Run 1, routed metal per tile:
Bar = 20 microns. The die is cut into 19 by 19 equal tiles; dark blue is low, red is high, scaled to the fullest tile. Values are wire area over tile area, all layers added.
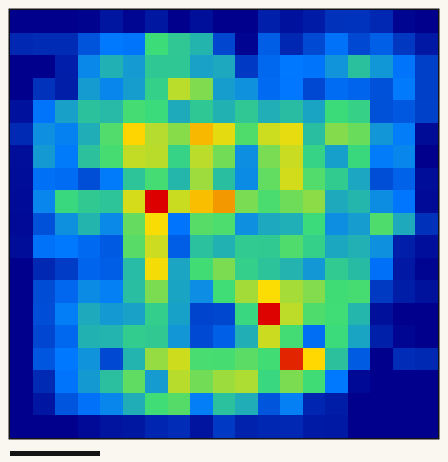
Run 1, routing congestion map:
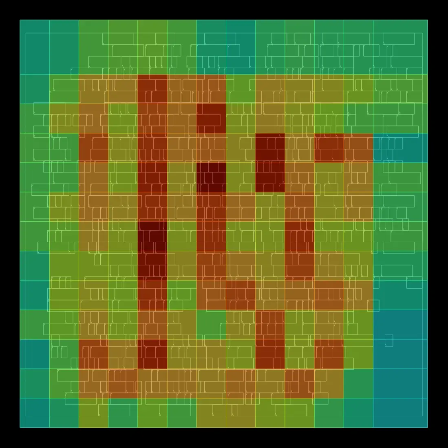
Run 1, cell classes on the final placement:
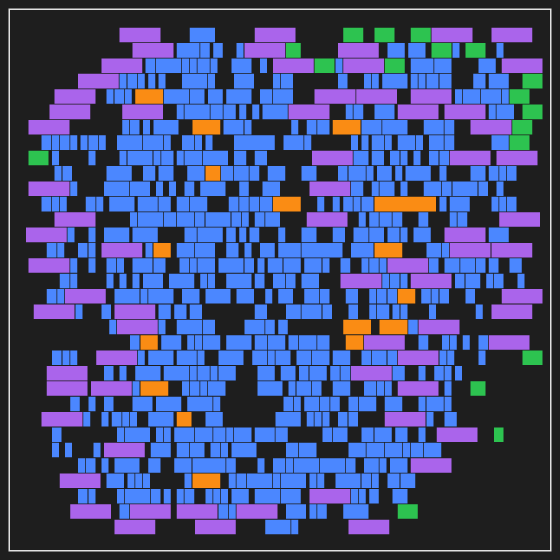
**config.mk**
```make
export PLATFORM = sky130hd
export DESIGN_NAME = okand_op_sched
export DESIGN_NICKNAME = d
export VERILOG_FILES = /design/src/rtl/okand_op_sched.sv
export SDC_FILE = /design/constraint.sdc
export NUM_CORES = 1
export LEC_CHECK = 0
export ABC_AREA = 0
export CORE_UTILIZATION = 56
export DETAILED_ROUTE_END_ITERATION = 12
export GPL_TIMING_DRIVEN = 1
export PLACE_DENSITY = 0.74
export SYNTH_ARGS = -nofsm -noshare
export SYNTH_HDL_FRONTEND = slang
export SYNTH_SLANG_ARGS = --single-unit
```
**constraint.sdc**
```tcl
create_clock -name pc_clk -period 6.9 [get_ports pc_clk]
set_input_delay 2.07 -clock pc_clk [delete_from_list [all_inputs] [get_ports pc_clk]]
set_output_delay 2.07 -clock pc_clk [all_outputs]
set_load 0.01 [all_outputs]
```
**src/rtl/okand_op_sched.sv**
```systemverilog
// Serial-link operation scheduler: deserialises opcode/A/B, runs one ALU op, serialises the result.
// Optional build macro OKAND_PARITY_EN appends an even-parity bit to every transmitted result.
module okand_op_sched #(
  parameter int unsigned WIDTH = 16,
  parameter int unsigned OPC_W = 4
) (
  input  logic       pc_clk,
  input  logic       pc_rst,
  input  logic       pc_data,
  input  logic       pc_valid,
  output logic       fpga_data,
  output logic       fpga_valid,
  output logic       fpga_busy,
  output logic       err_overrun,
  output logic       err_opcode,
  output logic [7:0] frame_cnt
);

`ifdef OKAND_PARITY_EN
  localparam int unsigned TxLen = WIDTH + 1;
`else
  localparam int unsigned TxLen = WIDTH;
`endif
  localparam int unsigned MaxLen = (OPC_W > TxLen) ? OPC_W : TxLen;
  localparam int unsigned CntW   = $clog2(MaxLen + 1);

  localparam logic [OPC_W-1:0] OpcAnd = OPC_W'(0);
  localparam logic [OPC_W-1:0] OpcOr  = OPC_W'(1);
  localparam logic [OPC_W-1:0] OpcXor = OPC_W'(2);
  localparam logic [OPC_W-1:0] OpcAdd = OPC_W'(3);
  localparam logic [OPC_W-1:0] OpcSub = OPC_W'(4);

  typedef enum logic [2:0] {StRxOpc, StRxA, StRxB, StExec, StTx} state_e;

  state_e            state_q, state_d;
  logic [CntW-1:0]   cnt_q, cnt_d;
  logic [OPC_W-1:0]  opc_q;
  logic [WIDTH-1:0]  a_q, b_q;
  logic [TxLen-1:0]  tx_q;
  logic [TxLen-1:0]  tx_word;
  logic [WIDTH-1:0]  result;
  logic              illegal;
  logic              err_overrun_q, err_opcode_q;
  logic [7:0]        frame_cnt_q;
  logic              last_opc, last_a, last_b, last_tx;

  assign last_opc = (cnt_q == CntW'(OPC_W - 1));
  assign last_a   = (cnt_q == CntW'(WIDTH - 1));
  assign last_b   = last_a;
  assign last_tx  = (cnt_q == CntW'(TxLen - 1));

  // State register
  always_ff @(posedge pc_clk) begin
    if (pc_rst) begin
      state_q <= StRxOpc;
      cnt_q   <= '0;
    end else begin
      state_q <= state_d;
      cnt_q   <= cnt_d;
    end
  end

  // Next-state; the field counter restarts on every state change
  always_comb begin
    state_d = state_q;
    cnt_d   = cnt_q;
    unique case (state_q)
      StRxOpc: begin
        if (pc_valid) begin
          if (last_opc) begin
            state_d = StRxA;
            cnt_d   = '0;
          end else begin
            cnt_d = cnt_q + CntW'(1);
          end
        end
      end
      StRxA: begin
        if (pc_valid) begin
          if (last_a) begin
            state_d = StRxB;
            cnt_d   = '0;
          end else begin
            cnt_d = cnt_q + CntW'(1);
          end
        end
      end
      StRxB: begin
        if (pc_valid) begin
          if (last_b) begin
            state_d = StExec;
            cnt_d   = '0;
          end else begin
            cnt_d = cnt_q + CntW'(1);
          end
        end
      end
      StExec: begin
        state_d = StTx;
        cnt_d   = '0;
      end
      StTx: begin
        if (last_tx) begin
          state_d = StRxOpc;
          cnt_d   = '0;
        end else begin
          cnt_d = cnt_q + CntW'(1);
        end
      end
      default: begin
        state_d = StRxOpc;
        cnt_d   = '0;
      end
    endcase
  end

  // Outputs decoded from state only, so they are all 0 the cycle after reset
  always_comb begin
    fpga_busy  = 1'b0;
    fpga_valid = 1'b0;
    fpga_data  = 1'b0;
    unique case (state_q)
      StExec: fpga_busy = 1'b1;
      StTx: begin
        fpga_busy  = 1'b1;
        fpga_valid = 1'b1;
        fpga_data  = tx_q[0];
      end
      default: ;
    endcase
  end

  // ALU; illegal opcodes produce 0
  always_comb begin
    result  = '0;
    illegal = 1'b0;
    case (opc_q)
      OpcAnd:  result = a_q & b_q;
      OpcOr:   result = a_q | b_q;
      OpcXor:  result = a_q ^ b_q;
      OpcAdd:  result = a_q + b_q;
      OpcSub:  result = a_q - b_q;
      default: illegal = 1'b1;
    endcase
  end

`ifdef OKAND_PARITY_EN
  // Illegal opcode forces parity 1, which is wrong for a zero result
  assign tx_word = {(illegal ? 1'b1 : ^result), result};
`else
  assign tx_word = result;
`endif

  // Datapath: LSB-first shift-in of fields, shift-out of the result
  always_ff @(posedge pc_clk) begin
    if (pc_rst) begin
      opc_q         <= '0;
      a_q           <= '0;
      b_q           <= '0;
      tx_q          <= '0;
      err_overrun_q <= 1'b0;
      err_opcode_q  <= 1'b0;
      frame_cnt_q   <= '0;
    end else begin
      if (pc_valid) begin
        unique case (state_q)
          StRxOpc: opc_q <= {pc_data, opc_q[OPC_W-1:1]};
          StRxA:   a_q   <= {pc_data, a_q[WIDTH-1:1]};
          StRxB:   b_q   <= {pc_data, b_q[WIDTH-1:1]};
          default: err_overrun_q <= 1'b1;
        endcase
      end
      if (state_q == StExec) begin
        tx_q <= tx_word;
        if (illegal) err_opcode_q <= 1'b1;
      end else if (state_q == StTx) begin
        tx_q <= tx_q >> 1;
        if (last_tx) frame_cnt_q <= frame_cnt_q + 8'd1;
      end
    end
  end

  assign err_overrun = err_overrun_q;
  assign err_opcode  = err_opcode_q;
  assign frame_cnt   = frame_cnt_q;

endmodule

```
==> results.py, run 1 <==
# Generated from Yosys and OpenROAD reports
metrics = {
    "power": {
        "power.internal_mw": 0.5849,
        "pwr-share-comb_pct": 3.5,
        "leakage_nw": 2.054,
        "sw_frac_of_total_pct": 25.65,
        "pwr-share-seq_pct": 51.9,
    },
    "synthesis": {
        "synth_flops": 70,
        "yosys.area.top_type": "dfxtp_1",
        "edf_count": 0,
        "seq_area_frac_synth_pct": 28.60,
        "syn_avg_cell_area_sq_um": 7.777,
        "ff_type": "dfxtp_1",
        "ys_types": 65,
        "async_reset_ff_share_pct": 0,
        "syn-num-nets": 687,
        "yosysChipArea_sq_um": 4900,
    },
    "finish": {
        "syn_to_final_growth_pct": 7.125,
        "nFillCells": 760,
        "final_cell_mix": "nand2_1 (87), dfxtp_1 (70), a21oi_1 (65), nor2_1 (61), ha_1 (52)",
        "flop_area_sq_um": 1401,
        "combGateArea_sq_um": 3179,
    },
    "timing": {
        "whs_ps": 484.5,
        "period_used_pct": 68.30,
        "worst_slack_ps": 2187,
        "finalSetupViolCount": 0,
        "maxSlewViolCount": 0,
        "finClkSkew_ps": 6.890,
    },
    "clock_network": {
        "h-tree-depth": 3,
        "clock_path_buffers": 2,
        "cts.clk_slew.worst_paths_ps": 90,
        "clockRootBuffer": "clkbuf_8",
        "hold_buffers": 0,
        "cts.sinks": 70,
        "cts_buffers": 9,
    },
    "placed_design": {
        "io_buffers": 16,
        "place_inst": 719,
        "placed_area_sq_um": 5045,
        "gp_congestion": 0.9052,
    },
    "detailed_routing": {
        "vias": 4447,
        "first_pass_iters": 6,
        "postRouteAntennaNets": 0,
        "drc_errors": 0,
        "drt_wl_total_mm": 11.70,
        "first_iter_violations": 248,
    },
    "job": {
        "warning_count": 44,
    },
    "global_routing": {
        "first_global_vias": 3930,
    },
    "worst_setup_path": {
        "crit_path_start_kind": "flip-flop",
        "worstPathRequired_ps": 4830,
    },
    "die": {
        "chipArea_sq_um": 9128,
        "io_pins": 17,
        "die_x_microns": 95.54,
    },
    "run_status": {
        "status": "finished clean",
    },
}
## Picture notes: 'routed metal per tile'
fullest tile = 0.67
nearly empty tiles = 12%
densest ninth of the die = middle
tiles over half the peak = 22%
mean over tiles = 0.21
emptiest ninth of the die = bottom right

## Picture notes: 'routing congestion map'
All-Layer GR Usage: 26.79%
met2 GRT Util: 41.61%
Routed WL per cell: 15.92 microns

## Picture notes: 'cell classes on the final placement'
other buffers and delay cells -> green  # cells 18
combinational and other logic -> blue  # cells 526
flops -> purple  # cells 70
clock drivers and dummy loads -> orange  # cells 16
Non-Filler Cell Area, Final: 5249 sq um
sequential share of cell area: 26.70%
Core Box Area: 8341 sq um
row cnt: 33

run 1: worst max-delay path, stage by stage, from the launching register on:
cell and delay, ps:
dfxtp_1 500, nand3b_1 580, nand2_1 580, clkdlybuf4s50_1 620
run 1: cells by family (layout without fill, tap and decap cells):
kind of cell               after synthesis  count (layout)  synth area share [%]
DFF                                     70              70                 28.60
muxes                                   24              24                 4.928
and+or+nand+nor                        218             218                 20.81
buffers and inverters                   77              77                 6.511
xor gates and xnor gates                27              27                 4.826
adders and majority gates               53              53                 13.69
AOI/OAI and AO/OA                      161             161                 20.63
run 1: layout make-up:
cell class / instances / share of cell area [%]
Clock buffer: 9 / 2.360
Inverter: 43 / 3.099
Clock inverter: 7 / 1.526
Tap cell: 105 / 2.503
Timing Repair Buffer: 18 / 3.242
Sequential cell: 70 / 26.70
Multi-Input combinational cell: 483 / 60.57
run 1: final timing paths:
| path | start | endpoint | slack (ps) | cells after the start |
|---|---|---|---|---|
| min reg2reg | a_q[0] | a_q[0] | 480 | 2 |
| max | state_q[0] | fpga_busy | 2190 | 3 |
| max reg2reg | opc_q[0] | tx_q[14] | 3010 | 10 |
| min | a_q[0] | a_q[0] | 480 | 2 |
run 1: synth_stat cells (4+ instances only):
cell type and count:
inv_1 42, a21oi_1 65, o211ai_1 4, ha_1 52, o21ai_0 23, nor3_1 12, mux2i_1 23, dfxtp_1 70
and3_1 4, nand3b_1 4, nand4_1 7, a31oi_1 5, clkbuf_1 22, o22ai_1 18, xnor2_1 21, nand2_1 87
o31ai_1 4, xor2_1 6, nor2_1 61, a21o_1 7, nand3_1 8, nand2b_1 10, buf_2 5, o21a_1 6
run 1: power groups by stage:
stage               sequential, mW  combinational, mW  clock (mW)
floorplan                    0.417             0.0220           0
global placement             0.418             0.0265           0
detailed placement           0.418             0.0271           0
CTS                          0.409             0.0272       0.355
global route                 0.409             0.0300       0.370
finish                       0.409             0.0274       0.351
run 1: state kept, by name, summed over array words and instances (netlist names):
signal       flops
a_q             16
b_q             16
cnt_q            5
err_opcode       1
err_overrun      1
frame_cnt        8
opc_q            4
state_q          3
tx_q            16
run 1: routing by layer:
layer  part of all wire, %  GRT usage [%]  vias up
met5                     0              0        -
met4                   1.1          7.090        0
met3                   6.4          5.423       17
met2                    45          41.61      151
met1                    48          37.58     2102
li1                      -              -     2177
## Run 2: what changed since run 1
--- a/config.mk
+++ b/config.mk
@@ -9,7 +9,7 @@
 export CORE_UTILIZATION = 56
 export DETAILED_ROUTE_END_ITERATION = 12
 export GPL_TIMING_DRIVEN = 1
-export PLACE_DENSITY = 0.74
+export PLACE_DENSITY = 0.77
 export SYNTH_ARGS = -nofsm -noshare
 export SYNTH_HDL_FRONTEND = slang
 export SYNTH_SLANG_ARGS = --single-unit
==> constraint.sdc (replaced) <==
create_clock -name pc_clk -period 4.15 [get_ports pc_clk]
set_input_delay 1.245 -clock pc_clk [delete_from_list [all_inputs] [get_ports pc_clk]]
set_output_delay 1.245 -clock pc_clk [all_outputs]
set_load 0.01 [all_outputs]
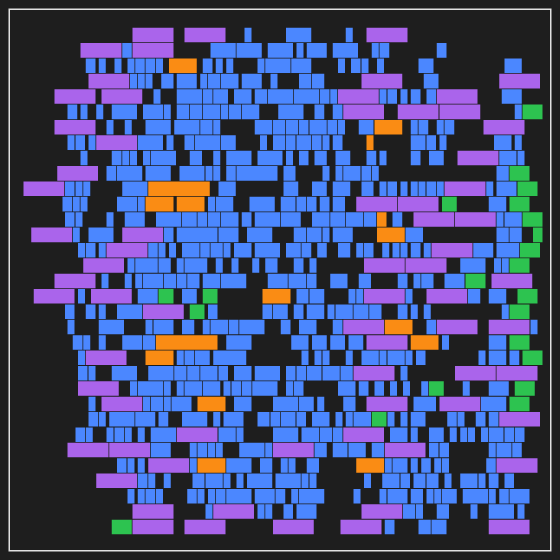
Run 2: cell classes on the final placement
other buffers and delay cells -> green  # cells 22
flops -> purple  # cells 70
combinational and other logic -> blue  # cells 526
clock drivers and dummy loads -> orange  # cells 16

==> run 2 against run 1 <==
Synthesized area unchanged; setup slack got worse by 1700 ps; flip-flop count did not move; power is 75% higher; clock power up 86%; cell area increased by 1.1%; count of clock-buffer cells in the layout is 4 higher; clock skew grew 7.1 ps; via count up 0.63%.
==> results.py, run 2 <==
# Generated from Yosys and OpenROAD reports
metrics = {
    "finish": {
        "finalInstanceArea_sq_um": 5309,
        "final_cell_mix": "nand2_1 (87), dfxtp_1 (70), a21oi_1 (65), nor2_1 (61), ha_1 (52)",
        "fin_nets": 686,
        "antennaDiodeCount": 0,
        "syn_to_final_growth_pct": 8.350,
        "reg_top3": "a_q (16), b_q (16), tx_q (16)",
    },
    "power": {
        "ir_drop_uv": 136.9,
        "sw_frac_of_total_pct": 21.97,
        "power.internal_mw": 1.076,
        "pwr-share-comb_pct": 3.5,
        "power.density_nw_per_um2": 259.8,
        "switchingPower_mw": 0.3031,
        "leakage_nw": 2.097,
        "pwr-share-seq_pct": 49.2,
        "clockPowerShare_pct": 47.3,
    },
    "synthesis": {
        "seq_area_frac_synth_pct": 28.60,
        "syn_avg_cell_area_sq_um": 7.777,
        "top_cell": "nand2_1",
        "ys_types": 65,
        "ff_type": "dfxtp_1",
        "ys_cells": 630,
        "yosysChipArea_sq_um": 4900,
        "async_reset_ff_share_pct": 0,
        "top_area_share_pct": 28.60,
        "syn-num-nets": 687,
        "synth_flops": 70,
        "edf_count": 0,
        "yosys.area.top_type": "dfxtp_1",
        "yosys-top-cells-count": "nand2_1 (87), dfxtp_1 (70), a21oi_1 (65)",
    },
    "global_routing": {
        "antenna_found_initial": 0,
        "grt_usage_pct": 27.82,
        "grt_max_degree": 34,
        "first_global_vias": 4017,
    },
    "worst_setup_path": {
        "timing.rr.start": "opc_q[2]",
        "r2r_cells": 10,
        "critPathLaunch": "state_q[2]",
        "rrSetupSlack_ps": 820,
        "cp.arrival_ps": 2400,
        "r2r-end": "tx_q[14]",
        "cp-endpoint": "fpga_busy",
        "crit_path_start_kind": "flip-flop",
        "worstPathRequired_ps": 2900,
    },
    "clock_network": {
        "clockRootBuffer": "clkbuf_8",
        "clock_latency_ps": 370,
        "hold_buffers": 0,
        "cts_setup_buffers": 0,
        "clock_path_buffers": 2,
        "cts.clk_slew.worst_paths_ps": 80,
        "cts.sinks": 70,
        "h-tree-depth": 3,
        "cts_buffers": 9,
    },
    "die": {
        "die_x_microns": 95.54,
        "chipArea_sq_um": 9128,
        "core_area_sq_um": 8341,
        "io_pins": 17,
        "num_rows": 33,
    },
    "timing": {
        "finClkSkew_ps": 13.94,
        "worst_pin_slew_ps": 1189,
        "tns_ps": 0,
        "maxSlewViolCount": 0,
        "finalSetupViolCount": 0,
        "worst_slack_ps": 509.8,
        "grt_setup_unrepaired": "no",
        "relSlewSlack_pct": 20.41,
        "period_used_pct": 87.72,
    },
    "detailed_routing": {
        "routedWlPerCell_microns": 16.38,
        "drt_wl_total_mm": 12.11,
        "first_iter_violations": 251,
        "drc_errors": 0,
        "vias": 4475,
        "first_pass_iters": 5,
        "postRouteAntennaNets": 0,
        "post_drt_via_cell_ratio": 6.055,
    },
    "placed_design": {
        "placed_area_sq_um": 5075,
        "io_buffers": 16,
        "dp_slack_ps": 841.7,
        "gp_congestion": 0.8986,
    },
    "job": {
        "drv_cap": 0,
        "warning_count": 44,
    },
    "run_status": {
        "status": "finished clean",
    },
}
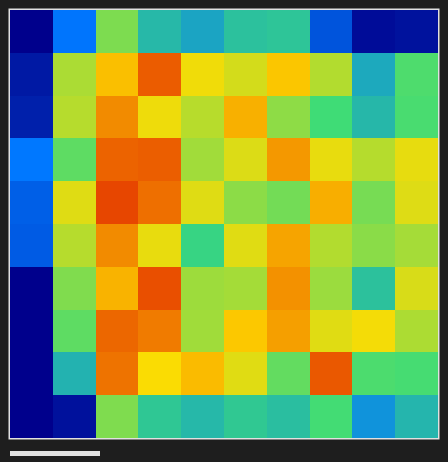
Run 2: cell area per tile
Bar = 20 microns. The die is cut into 10 by 10 equal tiles; dark blue is low, red is high, 0 to 100% covered.
tiles over 75% full = 23%
nearly empty tiles = 5.0%
mean over tiles = 57%
fullest tile = 92%
fin util: 63.65%
fp_density: 58.75%

## run 2: cell counts after synthesis
No cell type changed its count.
## run 2: area by class of cell
class | count | area (sq um)
Multi-Input combinational cell | 483 | 3179
Tap cell | 105 | 131.4
Inverter | 43 | 162.7
Clock inverter | 3 | 65.06
Timing Repair Buffer | 22 | 200.2
Fill cell | 735 | 3032
Clock buffer | 13 | 168.9
Sequential cell | 70 | 1401
## run 2: layer usage
layer	global-route usage, %	share of wire (%)
met1	36.01	45
met4	10.82	2.3
met3	5.423	6.7
met5	0	0
met2	45.42	46
## run 2: how the worst min path moves through the flow
stage | startpoint | endpoint | slack (ps) | depth (start not counted)
detailed placement | a_q[0] | a_q[0] | 470 | 2
CTS | a_q[0] | a_q[0] | 480 | 2
global route | cnt_q[0] | cnt_q[0] | 510 | 2
global placement | err_overrun | err_overrun | 450 | 2
finish | a_q[0] | a_q[0] | 490 | 2
floorplan | a_q[0] | a_q[0] | 450 | 2
## run 2: per-stage QoR
stage	power [mW]	std cells	hold slack, ps
6_report	1.379	739	487.2
5_1_grt	1.414	739	510.8
4_1_cts	1.381	739	480.3
3_5_place_dp	0.7423	723	469.9
3_3_place_gp	0.7407	723	453.5
2_1_floorplan	0.7293	630	453.6
## run 2: worst max-delay path, cell delays in order, from the launching register on
cell and delay (ps):
dfxtp_1 480, or3b_4 540, nand2_1 380, clkdlybuf4s50_1 630
## run 2: cells by family after synthesis
logic type / count (synthesis) / synth area share (%)
compound gates: 161 / 20.63
xor+xnor: 27 / 4.826
fa+ha+maj: 53 / 13.69
buf+inv: 77 / 6.511
flops: 70 / 28.60
mux: 24 / 4.928
simple gates: 218 / 20.81
## run 2: power by group through the flow
stage / sequential, mW / combinational (mW) / clock [mW]
after global routing: 0.679 / 0.0528 / 0.682
after global placement: 0.694 / 0.0466 / 0
after detailed placement: 0.695 / 0.0478 / 0
final: 0.679 / 0.0486 / 0.652
after floorplan: 0.693 / 0.0365 / 0
after CTS: 0.679 / 0.0479 / 0.654
## Run 3: what changed since run 2
--- a/config.mk
+++ b/config.mk
@@ -9,7 +9,7 @@
 export CORE_UTILIZATION = 56
 export DETAILED_ROUTE_END_ITERATION = 12
 export GPL_TIMING_DRIVEN = 1
-export PLACE_DENSITY = 0.77
+export PLACE_DENSITY = 0.74
 export SYNTH_ARGS = -nofsm -noshare
 export SYNTH_HDL_FRONTEND = slang
 export SYNTH_SLANG_ARGS = --single-unit
==> constraint.sdc (replaced) <==
create_clock -name pc_clk -period 3.8 [get_ports pc_clk]
set_input_delay 1.14 -clock pc_clk [delete_from_list [all_inputs] [get_ports pc_clk]]
set_output_delay 1.14 -clock pc_clk [all_outputs]
set_load 0.01 [all_outputs]
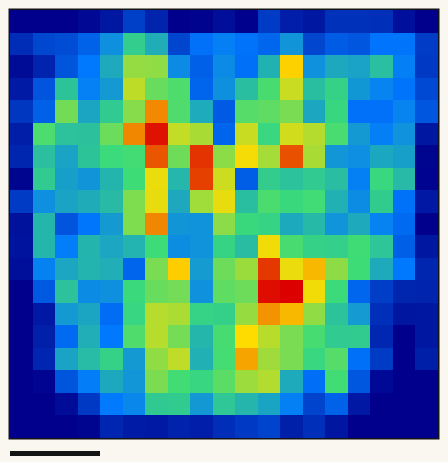
Run 3: routed metal per tile
Bar = 20 microns. The die is cut into 19 by 19 equal tiles; dark blue is low, red is high, scaled to the fullest tile. Values are wire area over tile area, all layers added.
tiles over half the peak = 26%
mean over tiles = 0.20
nearly empty tiles = 10%
fullest tile = 0.59
densest ninth of the die = middle
All-Layer GR Usage: 27.33%
total number of vias: 4426
final wirelength: 11.84 mm
Routed WL per cell: 15.98 microns

==> run 3 against run 2 <==
Non-clock buffer count increased by 2; clock skew increased by 1.7 ps; combinational power increased by 12%; clock power decreased by 4.1%; final cell count increased by 0.27%; register-to-register slack got worse by 410 ps; synthesized area unchanged; sequential power increased by 9.3%; power increased by 3.0%; synthesized cell count unchanged.
==> results.py, run 3 <==
# Generated from Yosys and OpenROAD reports
metrics = {
    "global_routing": {
        "met1_usage_pct": 39.30,
        "antenna_found_initial": 0,
        "grt_busiest_layer": "met2",
        "grt_max_degree": 30,
        "met3_usage_pct": 3.907,
        "use_met2_pct": 42.14,
    },
    "timing": {
        "grt_setup_unrepaired": "no",
        "tns_ps": 0,
        "finalSetupViolCount": 0,
        "relSlewSlack_pct": 49.53,
        "maxSlewViolCount": 0,
    },
    "power": {
        "power.internal_mw": 1.059,
        "ir_drop_uv": 205.4,
        "pwr-share-seq_pct": 52.2,
        "switchingPower_mw": 0.3615,
        "leakage_nw": 2.085,
        "power.density_nw_per_um2": 268.7,
        "sw_frac_of_total_pct": 25.45,
        "clockPowerShare_pct": 44.0,
    },
    "die": {
        "die_x_microns": 95.54,
        "chipArea_sq_um": 9128,
        "num_rows": 33,
        "io_pins": 17,
        "initial_utilization_pct": 58.75,
    },
    "synthesis": {
        "top_cell": "nand2_1",
        "ff_type": "dfxtp_1",
        "edf_count": 0,
        "top_area_share_pct": 28.60,
        "async_reset_ff_share_pct": 0,
        "yosys-top-cells-count": "nand2_1 (87), dfxtp_1 (70), a21oi_1 (65)",
        "ys_types": 65,
        "yosysChipArea_sq_um": 4900,
        "synth_flops": 70,
    },
    "detailed_routing": {
        "postRouteAntennaNets": 0,
        "drc_errors": 0,
        "post_drt_via_cell_ratio": 5.973,
    },
    "finish": {
        "final_cell_mix": "nand2_1 (87), dfxtp_1 (70), a21oi_1 (65), nor2_1 (61), ha_1 (52)",
        "antennaDiodeCount": 0,
        "fin_nets": 688,
        "reg_top3": "a_q (16), b_q (16), tx_q (16)",
    },
    "worst_setup_path": {
        "timing.rr.start": "opc_q[2]",
        "rrSetupSlack_ps": 410,
        "worstPathRequired_ps": 2660,
        "cp.arrival_ps": 2330,
    },
    "clock_network": {
        "clock_path_buffers": 2,
        "cts.sinks": 70,
        "clockRootBuffer": "clkbuf_8",
    },
    "job": {
        "drv_cap": 0,
        "warning_count": 44,
    },
    "placed_design": {
        "io_buffers": 16,
        "gp_congestion": 0.9223,
        "placed_area_sq_um": 5090,
    },
    "worst_hold_path": {
        "whs_endpoint": "err_overrun",
        "hold_depth": 2,
    },
    "run_status": {
        "status": "finished clean",
    },
}
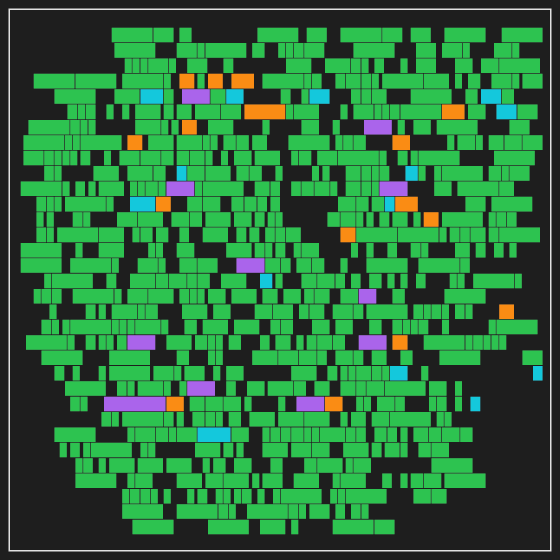
Run 3: drive-strength map
_2 cells -> cyan  # cells 14, share 2.2%
_6 and larger -> purple  # cells 11, share 1.7%
_0 and _1 cells -> green  # cells 595, share 94%
_3 and _4 cells -> orange  # cells 16, share 2.5%
Non-Filler Cell Area, Final: 5288 sq um
synthesis-to-layout area growth: 7.916%
Non-Clock Buffer Count: 24
final worst slack: 334.1 ps

[run 3: cell counts after synthesis]
No cell type changed its count.
[run 3: area by class of cell]
type                    instances  area, sq um
multi-input cells             483         3179
fillers                       752         3053
flip-flops and latches         70         1401
repair buffers                 24        215.2
inverters                      43        162.7
well taps                     105        131.4
clock buffers                   9        123.9
clock inverters                 7        73.82
[run 3: through the flow]
step	hold slack, ps	utilization, %	total power [mW]
3_3_place_gp	448.4	61.03	0.8108
3_5_place_dp	459.8	61.03	0.8122
6_report	471.4	63.40	1.421
4_1_cts	479.4	63.40	1.419
2_1_floorplan	453.6	-	0.7965
5_1_grt	505.6	63.40	1.456
[run 3: worst max-delay path, cell delays in order (launching register included)]
cell,delay [ps]
dfxtp_1,470
or3b_4,530
nand2_1,350
clkdlybuf4s50_1,610
[run 3: power groups by stage]
stage | Combinational, mW | Clock [mW] | Sequential, mW
final | 0.0544 | 0.625 | 0.742
after global placement | 0.0527 | 0 | 0.758
after floorplan | 0.0399 | 0 | 0.757
after CTS | 0.0542 | 0.623 | 0.742
after global routing | 0.0590 | 0.654 | 0.742
after detailed placement | 0.0535 | 0 | 0.759
[run 3: worst max-delay path by stage]
stage                           from         to  slack, ps  cells past startpoint
after global placement      opc_q[3]   tx_q[14]        560                      9
after floorplan             opc_q[1]   tx_q[14]        800                     12
final                     state_q[2]  fpga_busy        330                      3
after detailed placement    opc_q[2]   tx_q[14]        470                     10
after CTS                 state_q[2]  fpga_busy        320                      3
after global routing        opc_q[2]   tx_q[14]        190                     10
[run 3: cell families after synthesis]
group / share of synthesized area [%]
mux: 4.928
fa+ha+maj: 13.69
xor+xnor: 4.826
flops: 28.60
simple gates: 20.81
buf+inv: 6.511
compound gates: 20.63
[run 3: routing by layer]
layer | share of wire (%) | wire length, microns | vias to the layer above
met5 | 0 | 0 | -
met4 | 1.4 | 171 | 0
met3 | 4.6 | 540 | 15
met2 | 45 | 5291 | 118
met1 | 49 | 5839 | 2105
li1 | - | - | 2188
No activity file was given, so power comes from the tool's default toggle rates.
